==> config.mk <==
export PLATFORM = sky130hd
export DESIGN_NAME = alu_arbiter_flat
export DESIGN_NICKNAME = d
export VERILOG_FILES = /design/src/rtl/alu_arbiter_if.sv /design/src/rtl/alu_arbiter.sv /design/src/flat_wrapper.sv
export SDC_FILE = /design/constraint.sdc
export NUM_CORES = 1
export LEC_CHECK = 0
export CORE_UTILIZATION = 35
export CTS_BUF_LIST = sky130_fd_sc_hd__clkbuf_8
export DETAILED_ROUTE_END_ITERATION = 6
export PLACE_DENSITY = 0.79
export SLEW_MARGIN = 40
export SYNTH_ARGS = -nofsm -noshare
export SYNTH_HDL_FRONTEND = slang
export SYNTH_SLANG_ARGS = --single-unit
==> constraint.sdc <==
create_clock -name clk_i -period 1.37 [get_ports clk_i]
set_input_delay 0.137 -clock clk_i [delete_from_list [all_inputs] [get_ports clk_i]]
set_output_delay 0.137 -clock clk_i [all_outputs]
set_load 0.01 [all_outputs]
==> src/rtl/alu_arbiter_if.sv <==
// alu_arbiter bus: two request/response channels plus the shared ALU side.
// slave = arbiter view, master = requesters + ALU view.
interface alu_arbiter_if #(
  parameter int DATAWIDTH  = 32,
  parameter int CTRLWIDTH  = 4,
  parameter int BCTRLWIDTH = 3
);
  logic                  req0_valid_i;
  logic                  req0_ready_o;
  logic [DATAWIDTH-1:0]  req0_a_i;
  logic [DATAWIDTH-1:0]  req0_b_i;
  logic [CTRLWIDTH-1:0]  req0_ctrl_i;
  logic [BCTRLWIDTH-1:0] req0_bctrl_i;
  logic                  req1_valid_i;
  logic                  req1_ready_o;
  logic [DATAWIDTH-1:0]  req1_a_i;
  logic [DATAWIDTH-1:0]  req1_b_i;
  logic [CTRLWIDTH-1:0]  req1_ctrl_i;
  logic [BCTRLWIDTH-1:0] req1_bctrl_i;
  logic                  rsp0_valid_o;
  logic                  rsp0_ready_i;
  logic [DATAWIDTH-1:0]  rsp0_result_o;
  logic                  rsp0_branch_o;
  logic                  rsp1_valid_o;
  logic                  rsp1_ready_i;
  logic [DATAWIDTH-1:0]  rsp1_result_o;
  logic                  rsp1_branch_o;
  logic [DATAWIDTH-1:0]  alu_srca_o;
  logic [DATAWIDTH-1:0]  alu_srcb_o;
  logic [CTRLWIDTH-1:0]  alu_ctrl_o;
  logic [BCTRLWIDTH-1:0] alu_bctrl_o;
  logic [DATAWIDTH-1:0]  alu_result_i;
  logic                  alu_branch_i;
  logic                  busy_o;

  modport slave (
    input  req0_valid_i, req0_a_i, req0_b_i,
    input  req0_ctrl_i, req0_bctrl_i,
    input  req1_valid_i, req1_a_i, req1_b_i,
    input  req1_ctrl_i, req1_bctrl_i,
    output req0_ready_o, req1_ready_o,
    output rsp0_valid_o, rsp0_result_o, rsp0_branch_o,
    output rsp1_valid_o, rsp1_result_o, rsp1_branch_o,
    input  rsp0_ready_i, rsp1_ready_i,
    output alu_srca_o, alu_srcb_o, alu_ctrl_o, alu_bctrl_o,
    input  alu_result_i, alu_branch_i,
    output busy_o
  );

  modport master (
    output req0_valid_i, req0_a_i, req0_b_i,
    output req0_ctrl_i, req0_bctrl_i,
    output req1_valid_i, req1_a_i, req1_b_i,
    output req1_ctrl_i, req1_bctrl_i,
    input  req0_ready_o, req1_ready_o,
    input  rsp0_valid_o, rsp0_result_o, rsp0_branch_o,
    input  rsp1_valid_o, rsp1_result_o, rsp1_branch_o,
    output rsp0_ready_i, rsp1_ready_i,
    input  alu_srca_o, alu_srcb_o, alu_ctrl_o, alu_bctrl_o,
    output alu_result_i, alu_branch_i,
    input  busy_o
  );
endinterface

==> src/rtl/alu_arbiter.sv <==
// Round-robin sharing of one combinational ALU between two requesters.
// Ports: clk_i, rst_i (sync, active-high), bus (alu_arbiter_if.slave).
module alu_arbiter #(
  parameter int DATAWIDTH  = 32,
  parameter int CTRLWIDTH  = 4,
  parameter int BCTRLWIDTH = 3
) (
  input  logic          clk_i,
  input  logic          rst_i,
  alu_arbiter_if.slave  bus
);
  typedef enum logic [1:0] {
    IDLE = 2'd0,
    EXEC = 2'd1,
    RESP = 2'd2
  } state_t;

  state_t state_q, state_d;

  logic                  ptr_q;
  logic                  owner_q;
  logic [DATAWIDTH-1:0]  a_q;
  logic [DATAWIDTH-1:0]  b_q;
  logic [CTRLWIDTH-1:0]  ctrl_q;
  logic [BCTRLWIDTH-1:0] bctrl_q;
  logic [DATAWIDTH-1:0]  res_q;
  logic                  br_q;

  logic idle;
  logic gnt0;
  logic gnt1;
  logic req_hs;
  logic rsp_hs;

  always_comb begin
    // reset masks grants so nothing is accepted during the reset cycle
    idle   = (state_q == IDLE) & ~rst_i;
    gnt0   = idle & bus.req0_valid_i
           & (~bus.req1_valid_i | ~ptr_q);
    gnt1   = idle & bus.req1_valid_i
           & (~bus.req0_valid_i | ptr_q);
    req_hs = gnt0 | gnt1;
    rsp_hs = (state_q == RESP)
           & (owner_q ? bus.rsp1_ready_i : bus.rsp0_ready_i);
    state_d = state_q;
    case (state_q)
      IDLE:    if (req_hs) state_d = EXEC;
      EXEC:    state_d = RESP;
      RESP:    if (rsp_hs) state_d = IDLE;
      default: state_d = IDLE;
    endcase
  end

  always_ff @(posedge clk_i) begin
    if (rst_i) begin
      state_q <= IDLE;
      ptr_q   <= 1'b0;
      owner_q <= 1'b0;
      a_q     <= '0;
      b_q     <= '0;
      ctrl_q  <= '0;
      bctrl_q <= '1;
      res_q   <= '0;
      br_q    <= 1'b0;
    end else begin
      state_q <= state_d;
      if (req_hs) begin
        owner_q <= gnt1;
        ptr_q   <= gnt0;
        a_q     <= gnt1 ? bus.req1_a_i     : bus.req0_a_i;
        b_q     <= gnt1 ? bus.req1_b_i     : bus.req0_b_i;
        ctrl_q  <= gnt1 ? bus.req1_ctrl_i  : bus.req0_ctrl_i;
        bctrl_q <= gnt1 ? bus.req1_bctrl_i : bus.req0_bctrl_i;
      end
      if (state_q == EXEC) begin
        res_q <= bus.alu_result_i;
        br_q  <= bus.alu_branch_i;
      end
    end
  end

  assign bus.req0_ready_o  = gnt0;
  assign bus.req1_ready_o  = gnt1;
  assign bus.rsp0_valid_o  = (state_q == RESP) & ~owner_q;
  assign bus.rsp1_valid_o  = (state_q == RESP) & owner_q;
  assign bus.rsp0_result_o = res_q;
  assign bus.rsp1_result_o = res_q;
  assign bus.rsp0_branch_o = br_q;
  assign bus.rsp1_branch_o = br_q;
  assign bus.alu_srca_o    = a_q;
  assign bus.alu_srcb_o    = b_q;
  assign bus.alu_ctrl_o    = ctrl_q;
  assign bus.alu_bctrl_o   = bctrl_q;
  assign bus.busy_o        = (state_q != IDLE);
endmodule

==> src/flat_wrapper.sv <==
// flat-port wrapper written by rule: the top's interface ports become plain ports
module alu_arbiter_flat 
#(
  parameter int DATAWIDTH  = 32,
  parameter int CTRLWIDTH  = 4,
  parameter int BCTRLWIDTH = 3
)
  (clk_i, rst_i, bus_req0_valid_i, bus_req0_a_i, bus_req0_b_i, bus_req0_ctrl_i, bus_req0_bctrl_i, bus_req1_valid_i, bus_req1_a_i, bus_req1_b_i, bus_req1_ctrl_i, bus_req1_bctrl_i, bus_req0_ready_o, bus_req1_ready_o, bus_rsp0_valid_o, bus_rsp0_result_o, bus_rsp0_branch_o, bus_rsp1_valid_o, bus_rsp1_result_o, bus_rsp1_branch_o, bus_rsp0_ready_i, bus_rsp1_ready_i, bus_alu_srca_o, bus_alu_srcb_o, bus_alu_ctrl_o, bus_alu_bctrl_o, bus_alu_result_i, bus_alu_branch_i, bus_busy_o);
  alu_arbiter_if #(.DATAWIDTH(DATAWIDTH), .CTRLWIDTH(CTRLWIDTH), .BCTRLWIDTH(BCTRLWIDTH)) bus_i ();
  input  logic clk_i;
  input  logic rst_i;
  input wire logic [$bits(bus_i.req0_valid_i)-1:0] bus_req0_valid_i;
  input wire logic [$bits(bus_i.req0_a_i)-1:0] bus_req0_a_i;
  input wire logic [$bits(bus_i.req0_b_i)-1:0] bus_req0_b_i;
  input wire logic [$bits(bus_i.req0_ctrl_i)-1:0] bus_req0_ctrl_i;
  input wire logic [$bits(bus_i.req0_bctrl_i)-1:0] bus_req0_bctrl_i;
  input wire logic [$bits(bus_i.req1_valid_i)-1:0] bus_req1_valid_i;
  input wire logic [$bits(bus_i.req1_a_i)-1:0] bus_req1_a_i;
  input wire logic [$bits(bus_i.req1_b_i)-1:0] bus_req1_b_i;
  input wire logic [$bits(bus_i.req1_ctrl_i)-1:0] bus_req1_ctrl_i;
  input wire logic [$bits(bus_i.req1_bctrl_i)-1:0] bus_req1_bctrl_i;
  output wire logic [$bits(bus_i.req0_ready_o)-1:0] bus_req0_ready_o;
  output wire logic [$bits(bus_i.req1_ready_o)-1:0] bus_req1_ready_o;
  output wire logic [$bits(bus_i.rsp0_valid_o)-1:0] bus_rsp0_valid_o;
  output wire logic [$bits(bus_i.rsp0_result_o)-1:0] bus_rsp0_result_o;
  output wire logic [$bits(bus_i.rsp0_branch_o)-1:0] bus_rsp0_branch_o;
  output wire logic [$bits(bus_i.rsp1_valid_o)-1:0] bus_rsp1_valid_o;
  output wire logic [$bits(bus_i.rsp1_result_o)-1:0] bus_rsp1_result_o;
  output wire logic [$bits(bus_i.rsp1_branch_o)-1:0] bus_rsp1_branch_o;
  input wire logic [$bits(bus_i.rsp0_ready_i)-1:0] bus_rsp0_ready_i;
  input wire logic [$bits(bus_i.rsp1_ready_i)-1:0] bus_rsp1_ready_i;
  output wire logic [$bits(bus_i.alu_srca_o)-1:0] bus_alu_srca_o;
  output wire logic [$bits(bus_i.alu_srcb_o)-1:0] bus_alu_srcb_o;
  output wire logic [$bits(bus_i.alu_ctrl_o)-1:0] bus_alu_ctrl_o;
  output wire logic [$bits(bus_i.alu_bctrl_o)-1:0] bus_alu_bctrl_o;
  input wire logic [$bits(bus_i.alu_result_i)-1:0] bus_alu_result_i;
  input wire logic [$bits(bus_i.alu_branch_i)-1:0] bus_alu_branch_i;
  output wire logic [$bits(bus_i.busy_o)-1:0] bus_busy_o;
  assign bus_i.req0_valid_i = bus_req0_valid_i;
  assign bus_i.req0_a_i = bus_req0_a_i;
  assign bus_i.req0_b_i = bus_req0_b_i;
  assign bus_i.req0_ctrl_i = bus_req0_ctrl_i;
  assign bus_i.req0_bctrl_i = bus_req0_bctrl_i;
  assign bus_i.req1_valid_i = bus_req1_valid_i;
  assign bus_i.req1_a_i = bus_req1_a_i;
  assign bus_i.req1_b_i = bus_req1_b_i;
  assign bus_i.req1_ctrl_i = bus_req1_ctrl_i;
  assign bus_i.req1_bctrl_i = bus_req1_bctrl_i;
  assign bus_req0_ready_o = bus_i.req0_ready_o;
  assign bus_req1_ready_o = bus_i.req1_ready_o;
  assign bus_rsp0_valid_o = bus_i.rsp0_valid_o;
  assign bus_rsp0_result_o = bus_i.rsp0_result_o;
  assign bus_rsp0_branch_o = bus_i.rsp0_branch_o;
  assign bus_rsp1_valid_o = bus_i.rsp1_valid_o;
  assign bus_rsp1_result_o = bus_i.rsp1_result_o;
  assign bus_rsp1_branch_o = bus_i.rsp1_branch_o;
  assign bus_i.rsp0_ready_i = bus_rsp0_ready_i;
  assign bus_i.rsp1_ready_i = bus_rsp1_ready_i;
  assign bus_alu_srca_o = bus_i.alu_srca_o;
  assign bus_alu_srcb_o = bus_i.alu_srcb_o;
  assign bus_alu_ctrl_o = bus_i.alu_ctrl_o;
  assign bus_alu_bctrl_o = bus_i.alu_bctrl_o;
  assign bus_i.alu_result_i = bus_alu_result_i;
  assign bus_i.alu_branch_i = bus_alu_branch_i;
  assign bus_busy_o = bus_i.busy_o;
  alu_arbiter #(.DATAWIDTH(DATAWIDTH), .CTRLWIDTH(CTRLWIDTH), .BCTRLWIDTH(BCTRLWIDTH)) u_core (.clk_i(clk_i), .rst_i(rst_i), .bus(bus_i));
endmodule
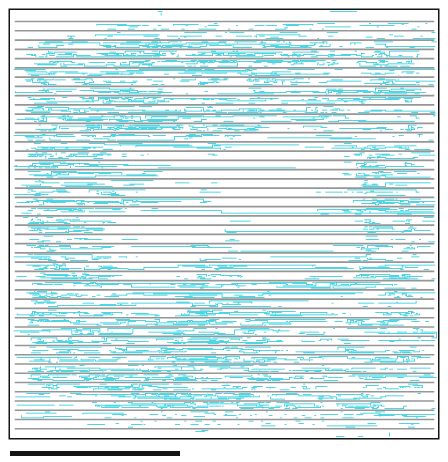
layer_met1.png
Bar = 50 um. Supply wires on this layer in grey.
longest straight run: 67.6 um
wire length on this layer: 8,960 um
nets with wire on the layer: 921

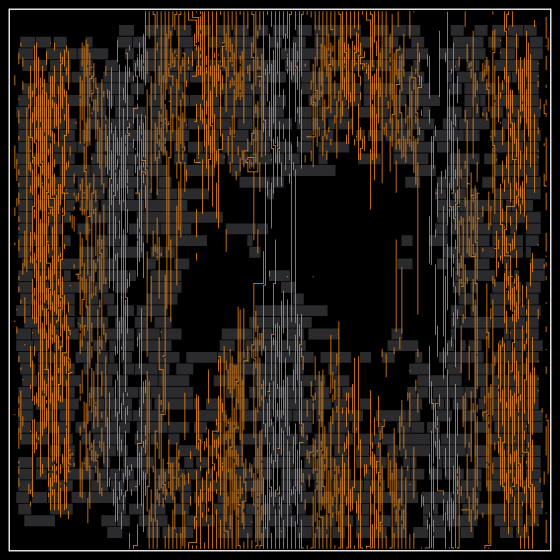
layer_met2.png
longest straight run: 51.3 um
main direction: vertical
nets with wire on the layer: 946
share of all routed wire: 50%

==> run notes <==
For the post-synth net total, the log shows 818. The flow ran to the end, but the final reports show violations. The global-route wire length before repair is 34,110 um, and the core region area is 14,750 sq um.

The stage-log warning count is 31. For the effective utilization at floorplan, the log shows 0.3636. The run gives 125.8 um for the die outline width. The switching portion of total power was 0.3347; the total of endpoints with negative setup slack in the final report was 75. The cell chosen for the clock root was sky130_fd_sc_hd__clkbuf_8. The combinational group share of total power is 0.367. In the post-route report, total wirelength is listed as 22,510 um.

The maximum number of pins on one net before global-route repair came out at 82. For the final hold violation count, the log shows 1. Setup repair after global routing could not meet its margin everywhere. The clock passes through at most 2 buffers. The run gives 7 for the biggest fanout along the worst timing path.

The run gives 15,820 sq um for the chip area. The run gives 6,201 as the via count of the first global-routing pass. VDD sags by at most 452.3 uV.

On the critical path the data arrives at 1.89 ns. The buffer-and-inverter tally for the worst setup path came out at 5. The clock tree synthesis step divided the H-tree into 3 levels. The clock skew is 0.01287 ns. Excluding fillers, the count of instances in the completed layout stands at 1,106.

Across all layers, the routed design uses 6,363 vias. For the initial antenna violation count, the log shows 0. The final reports fail on negative hold slack, negative setup slack.

The run gives 9 for the number of buffers inserted during clock tree synthesis. Counting distinct cell types in the post-synthesis netlist gives 29. The final hold slack came out at -0.02434 ns. The number of max-cap violations is 0. Chip area estimate from yosys synthesis: 5364 sq um. STA on the placed design reports a worst setup slack of -0.3540 ns. TritonCTS built the clock tree.

The report lists the cells along the critical path as nor3_4 > buf_6 > buf_6 > buf_8 > and2_4 > buf_12 > clkbuf_16 > a311oi_2. The routed length per instance works out to 20.35 um. In this run the static leakage power is 0.003773 uW. The smallest clock period supported by the final layout is computed as 1.624 ns.

The library cells used most frequently in the layout, excluding fill and tap cells, are sky130_fd_sc_hd__clkdlybuf4s50_1 (178), sky130_fd_sc_hd__dlygate4sd2_1 (137), sky130_fd_sc_hd__a21oi_1 (104), sky130_fd_sc_hd__dfxtp_1 (102), sky130_fd_sc_hd__nand4_1 (71). STA classifies the critical path endpoint as a flop. The weighted congestion reported at the end of routability-driven placement is 0.7899. The final antenna diode tally reported by the flow is 0. With the die extent in y at 125.8 um, the utilization after layout is 0.6376. For this design, Yosys synthesis ends with a cell count of 637. The total power divided by cell area is 916.5 nW/um^2. Per the skew report, the later register of the worst-skew pair sees a clock latency of 0.38 ns.

The tools report the highest clock frequency the design can meet as 615.6 MHz. The run gives 0.11 ns for the clock edge transition at the registers on the reported setup and hold paths. Per the run report, area growth between synthesis and finish was 75.39%. Summing all multi-input logic gate instances after layout gives 2756 sq um. The worst setup path is of the reg2reg kind. The total global-route track usage was 0.2737; the total standard cell area after synthesis was 5364 sq um. With the clock sink total at 108, the final worst-path cycle share is 1.186. The master of the slowest instance on the critical path was sky130_fd_sc_hd__dfxtp_4. Most used cell along the critical path: sky130_fd_sc_hd__buf_6. Per the synth stats, the flop cell with the highest instance count is sky130_fd_sc_hd__dfxtp_1. The internal power of the cells totals 5737 uW. The async set or reset register ratio after synthesis was 0; the placed cell area was 8682 sq um.

The transition time at the pin with the least slew margin was 0.4219 ns; the max-slew violation total from the final report was 0. STA puts the critical path data required time at 1.64 ns. The area fraction of the dominant cell type after synthesis is 0.4031, and the share of final-layout standard cells stronger than drive strength 1 is 0.1573. The synthesis log from Yosys contains 0 warnings.

Smallest setup slack after layout: -0.2544 ns. With fillers left out, the area of the finished cells amounts to 9408 sq um. The most common logic cell in the final layout is sky130_fd_sc_hd__clkdlybuf4s50_1.

After the last flow step, the layout net total stands at 1,098. Nets still carrying antenna violations after routing amount to 0.
## per-layer routing
metal | track usage | share of wire | up-vias
met5 | 0 | 0 | -
met4 | 0.1198 | 0.032 | 0
met3 | 0.06372 | 0.074 | 51
met2 | 0.4853 | 0.50 | 325
met1 | 0.3140 | 0.40 | 3000
li1 | - | - | 2987
## synth_stat cells (2+ instances only)
| library cell | instances |
|---|---|
| sky130_fd_sc_hd__dfxtp_1 | 108 |
| sky130_fd_sc_hd__a21oi_1 | 105 |
| sky130_fd_sc_hd__nand4_1 | 71 |
| sky130_fd_sc_hd__o31ai_1 | 71 |
| sky130_fd_sc_hd__a311oi_1 | 68 |
| sky130_fd_sc_hd__nand2_1 | 68 |
| sky130_fd_sc_hd__clkbuf_1 | 50 |
| sky130_fd_sc_hd__buf_4 | 34 |
| sky130_fd_sc_hd__buf_2 | 29 |
| sky130_fd_sc_hd__buf_6 | 8 |
| sky130_fd_sc_hd__a32oi_1 | 3 |
| sky130_fd_sc_hd__buf_1 | 2 |
| sky130_fd_sc_hd__inv_1 | 2 |
| sky130_fd_sc_hd__nand2b_1 | 2 |
| sky130_fd_sc_hd__nor2b_1 | 2 |
## path summary, 6_finish.rpt
check / startpoint / to / slack [ns] / cells past startpoint
worst max-delay path: u_core.state_q[1]$_SDFFE_PP0P_ / u_core.bus.alu_srca_o[8]$_SDFFE_PP0P_ / -0.25 / 8
worst min register to register: u_core.bus.rsp0_result_o[30]$_SDFFE_PP0N_ / u_core.bus.rsp0_result_o[30]$_SDFFE_PP0N_ / 0.47 / 2
worst min-delay path: rst_i / u_core.bus.alu_srca_o[6]$_SDFFE_PP0P_ / -0.02 / 2
worst max register to register: u_core.state_q[1]$_SDFFE_PP0P_ / u_core.bus.alu_srca_o[8]$_SDFFE_PP0P_ / -0.25 / 8
## power groups by stage
stage | combinational, uW | sequential (uW) | clock [uW]
floorplan | 1200 | 3790 | 0
global placement | 2870 | 3670 | 0
detailed placement | 2890 | 3680 | 0
CTS | 2990 | 3600 | 1900
global route | 3380 | 3640 | 2030
finish | 3170 | 3600 | 1850
## cells by family after synthesis
| logic type | share of synthesized area |
|---|---|
| AND/OR/NAND/NOR | 0.1493 |
| buffers and inverters | 0.1299 |
| AND-OR/OR-AND | 0.3158 |
| multiplexers | 0.001866 |
| flip-flops | 0.4031 |
## flip-flops by register name (all words and copies together), names as in the netlist
signal,flops
u_core.bus.alu_srcb_o,32
u_core.bus.rsp0_result_o,32
u_core.bus.alu_srca_o,32
u_core.ptr_q,1
u_core.bus.rsp0_branch_o,1
u_core.bus.alu_bctrl_o,3
u_core.state_q,2
u_core.bus.alu_ctrl_o,4
u_core.owner_q,1
## final cells by class
| cell class | count | share of cell area |
|---|---|---|
| sequential | 108 | 0.2309 |
| timing repair buffer | 392 | 0.4318 |
| clock inverter | 7 | 0.005453 |
| clock buffer | 9 | 0.01317 |
| inverter | 3 | 0.001197 |
| multi-input combinational | 403 | 0.2930 |
| tap | 184 | 0.02447 |
## repair_timing
action	in CTS	in global routing
endpoints found under the setup margin	213	77
gates cloned	7	6
gates resized	209	20
endpoints found under the hold margin	1	1
setup buffers	9	3
pin swaps	10	18
Power figures rest on the tool's default switching activity, not on a simulated workload.
